==> config.mk <==
export PLATFORM = sky130hd
export DESIGN_NAME = risc_core_mc_flat
export DESIGN_NICKNAME = d
export VERILOG_FILES = /design/src/rtl/risc_core_mc_if.sv /design/src/rtl/risc_core_mc.sv /design/src/flat_wrapper.sv
export SDC_FILE = /design/constraint.sdc
export NUM_CORES = 2
export LEC_CHECK = 0
export CELL_PAD_IN_SITES_DETAIL_PLACEMENT = 1
export CELL_PAD_IN_SITES_GLOBAL_PLACEMENT = 2
export CORE_MARGIN = 4
export CORE_UTILIZATION = 30
export CTS_BUF_LIST = sky130_fd_sc_hd__clkbuf_4
export DETAILED_ROUTE_END_ITERATION = 6
export PLACE_DENSITY = 0.6
export SLEW_MARGIN = 15
export SYNTH_ARGS = -nofsm -noshare
export SYNTH_HDL_FRONTEND = slang
export SYNTH_SLANG_ARGS = --single-unit
==> constraint.sdc <==
create_clock -name CLK_12MHz -period 4.8 [get_ports CLK_12MHz]
set_input_delay 1.44 -clock CLK_12MHz [delete_from_list [all_inputs] [get_ports CLK_12MHz]]
set_output_delay 1.44 -clock CLK_12MHz [all_outputs]
set_load 0.02 [all_outputs]
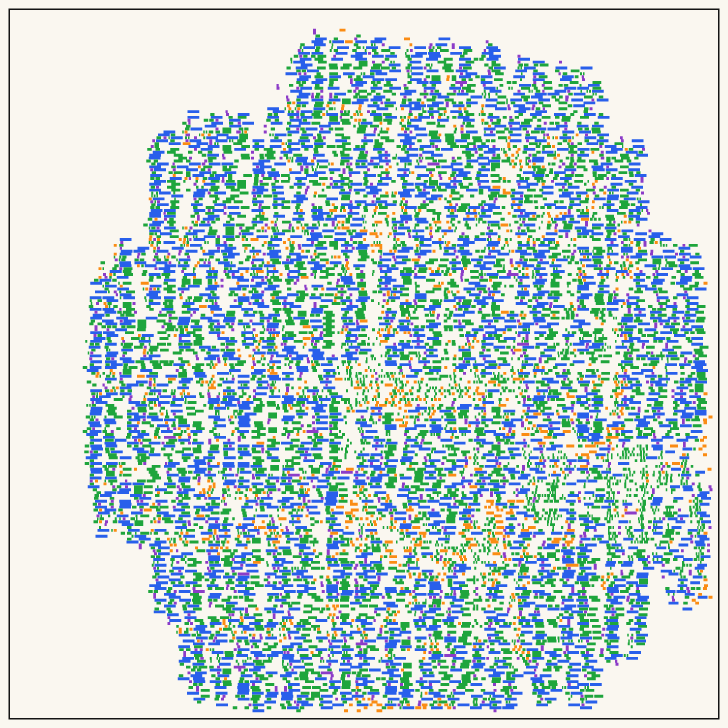
Fig. 1. Placed cells, one color a class.
legend:
  other buffers and delay cells:
    color: orange
    cells: 973
  clock drivers and dummy loads:
    color: purple
    cells: 1132
  flip-flops:
    color: blue
    cells: 2171
  all other logic:
    color: green
    cells: 5085
Core Area: 425000 um2
FP Rows: 239

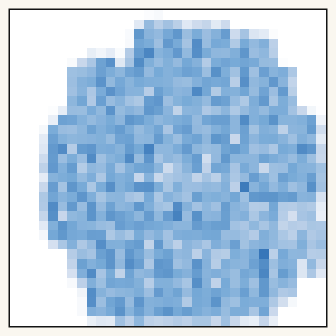
Fig. 2. Placement density heat map.
33 x 33 tiles, from white (low) to dark blue (high), 0 to 100% covered.
fullest tile: 72%
mean over tiles: 32%
nearly empty tiles: 25%
Init Core Util: 30.2%
post-layout util: 35.1%

==> impl_metrics.toml <==
# implementation run metrics
[grt]
grt_pass1_vias = 91400
antenna_found_initial = 54
grt_overflow = 0
grt_usage_pct = 24.9
grt_pass1_wl_mm = 767
grt_max_degree = 136

[route]
dr.pass1.iters = 7
route.detailed.drc = 0
routed_wl_mm = 558
ant_nets = 0
post_drt_wl_per_cell_um = 37.1
drt-vias-per-instance = 5.93
vias = 89200
drtIter0Drc = 10900

[logic_synthesis]
syn_inst = 8188
ys_seq_elements = 2171
synth_warnings = 0
synthArstFlopShare_pct = 5.67
ys_types = 63
yosys_area_um2 = 128000
yosys-stat-cells = 8188
yosys_most_used_dff = "edfxtp_1"
syn-num-nets = 8228
syn-cell-area_um2 = 128000
edf_count = 2048
ys_seq_share_pct = 50.3
syn_area_per_cell_um2 = 15.7

[cts]
clk_pin_slew_ns = 0.07
clock_sinks = 2171
cts_root_buf = "clkbuf_4"
cts_buffers = 637
clockBufferDepth = 4
clk_latency_ns = 1.65
cts_max_level = 6
holdBufCountCts = 0
cts_tree = "done"

[place]
dp_hpwl_mm = 365
dpl_cell_area_um2 = 141000
dp_slack_ns = -0.221
gp_congestion = 0.887
port_buffers = 38

[power_and_ir_drop]
intPower_mw = 30.2
comb_power_share_pct = 2.2
p_leak_nw = 43.5
swShare_pct = 24.4
power_density_nw_per_um2 = 268
p_clk_share_pct = 46.7
ir_drop_mv = 0.221
p_sw_mw = 9.76
seq_power_share_pct = 51.1

[sta]
rsz0062_at_grt = "no"
max_freq_mhz = 213
tightest_slew_ns = 1.43
fin_ws_ns = 0.116
slew_viol_final = 0
post-route-min-period_ns = 4.68
slew_headroom_pct = 4.42
finalCritPeriodShare_pct = 97.6
whs_ns = 0.290
setup_viol = 0
hold_viol_final = 0
fin_skew_ns = 0.133

[finish]
final_nets = 8908
area_delta_synth_final_pct = 16.2
final_area_um2 = 149000
largest_reg_flops = 2048
drive_above_1_share_pct = 55.1

[setup_path]
cp_data_arrival_time_ns = 6.21
critPathKind = "reg -> reg"
max_stage_delay_ns = 1.20
cp_top_family = "AND-OR/OR-AND gates"
crit_top_cell = "mux4_2"
critical_path_required_ns = 6.33
cp_slowest_cell = "dfrtp_4"
critical_path_buf_inv_count = 1
r2r_slack_ns = 0.12
end_kind = "register"
crit_path_max_fanout = 38
path_depth = 8
startpoint_type = "register"
worstPathCellList = "buf_12 -> mux4_2 -> mux4_2 -> a22oi_1 -> o32ai_1 -> nor3_1 -> o2111ai_1 -> o21a_1"
worstRegToRegCells = 8

[hold_path]
hp-class = "in -> reg"
hold_depth = 1

[job]
tool_warnings = 70
cap_viol_max_count = 0

[die]
ioPinCount = 47
die_h_um = 662
dieArea_um2 = 438000
die_w_um = 662

[outcome]
status = "completed"
-- placed cells by master (no fill, tap or decap), types with 19 or more instances in the layout --
master              n
a22oi_1            47
nor2b_1            19
nand2_1           413
clkinv_1          149
clkdlybuf4s50_1    28
nor3_1             24
diode_2            30
edfxtp_1         2048
buf_12            105
nor2_1            310
o21bai_1           28
a21oi_1            75
o221ai_1           28
nand3_1            79
mux2_2           1909
o22ai_1           184
clkbuf_4          921
a221oi_1           46
buf_4             824
dfrtp_1           101
xnor2_1            30
nand2_2            20
mux4_2           1248
mux2i_1            89
o21ai_0           317
-- power by group through the flow --
stage	sequential, mW	combinational (mW)	clock [mW]
after floorplan	20.9	0.346	0
after global placement	20.9	0.836	0
after detailed placement	20.9	0.846	0
after CTS	20.5	0.848	19.2
after global routing	20.4	0.867	20.1
final	20.5	0.864	18.7
-- cell usage after synthesis, types with 5 or more instances --
cell / count / area share, %
nor2b_1: 22 / 0.11
ha_1: 10 / 0.097
nand3_1: 83 / 0.32
o221ai_1: 28 / 0.19
a22oi_1: 47 / 0.27
a31oi_1: 13 / 0.063
buf_4: 13 / 0.076
mux4_2: 1248 / 22
xor2_1: 9 / 0.061
and3_1: 9 / 0.044
nand4_1: 8 / 0.039
nor3_1: 28 / 0.11
a21oi_1: 75 / 0.29
nand2b_1: 16 / 0.078
nand3b_1: 10 / 0.058
nor4_1: 17 / 0.083
nor2_1: 320 / 0.94
and2_1: 15 / 0.073
o211ai_1: 5 / 0.029
buf_2: 123 / 0.48
a21boi_0: 9 / 0.053
buf_1: 57 / 0.17
o21ai_0: 317 / 1.2
mux2i_1: 89 / 0.69
mux2_2: 1909 / 17
o22ai_1: 185 / 0.90
xnor2_1: 30 / 0.20
nand2_1: 436 / 1.3
buf_6: 11 / 0.096
o21bai_1: 28 / 0.16
edfxtp_1: 2048 / 48
inv_1: 13 / 0.038
a221oi_1: 46 / 0.31
dfrtp_1: 123 / 2.4
clkbuf_1: 728 / 2.1
a211oi_1: 9 / 0.053
-- layer usage --
layer / GRT usage [%] / part of all wire (%)
met5: 0 / 0.026
met3: 5.60 / 8.6
met2: 39.5 / 47
met4: 10.5 / 4.6
met1: 33.0 / 40
-- per-stage QoR --
stage / setup TNS (ns) / total power [mW] / instances
final: 0 / 40.0 / 15100
after floorplan: 0 / 21.2 / 8188
after CTS: 0 / 40.5 / 15000
after global routing: 0 / 41.5 / 15000
after detailed placement: -11.95 / 21.7 / 13900
after global placement: -5.58 / 21.7 / 13900
-- layout make-up --
type / count / area [um2]
timing repair buffer: 973 / 8870
clock inverter: 211 / 1340
antenna: 30 / 75.1
fill: 43500 / 276000
sequential: 2171 / 64600
multi-input combinational: 5068 / 60100
inverter: 17 / 82.6
tap: 5663 / 7090
clock buffer: 921 / 6910
-- cell families after synthesis --
kind of cell               Yosys count  share of synthesized area (%)
muxes                             3246                           39.3
DFF                               2171                           50.3
and+or+nand+nor                    981                           3.22
buffers and inverters              949                           3.00
AOI/OAI and AO/OA                  791                           3.75
xor gates and xnor gates            39                          0.266
adders and majority gates           11                          0.113
-- repair_timing --
item / CTS / global route
setup buffers: 2 / 0
endpoints found under the setup margin: 4 / 0
resized: 8 / 0
Power figures rest on the tool's default switching activity, not on a simulated workload.
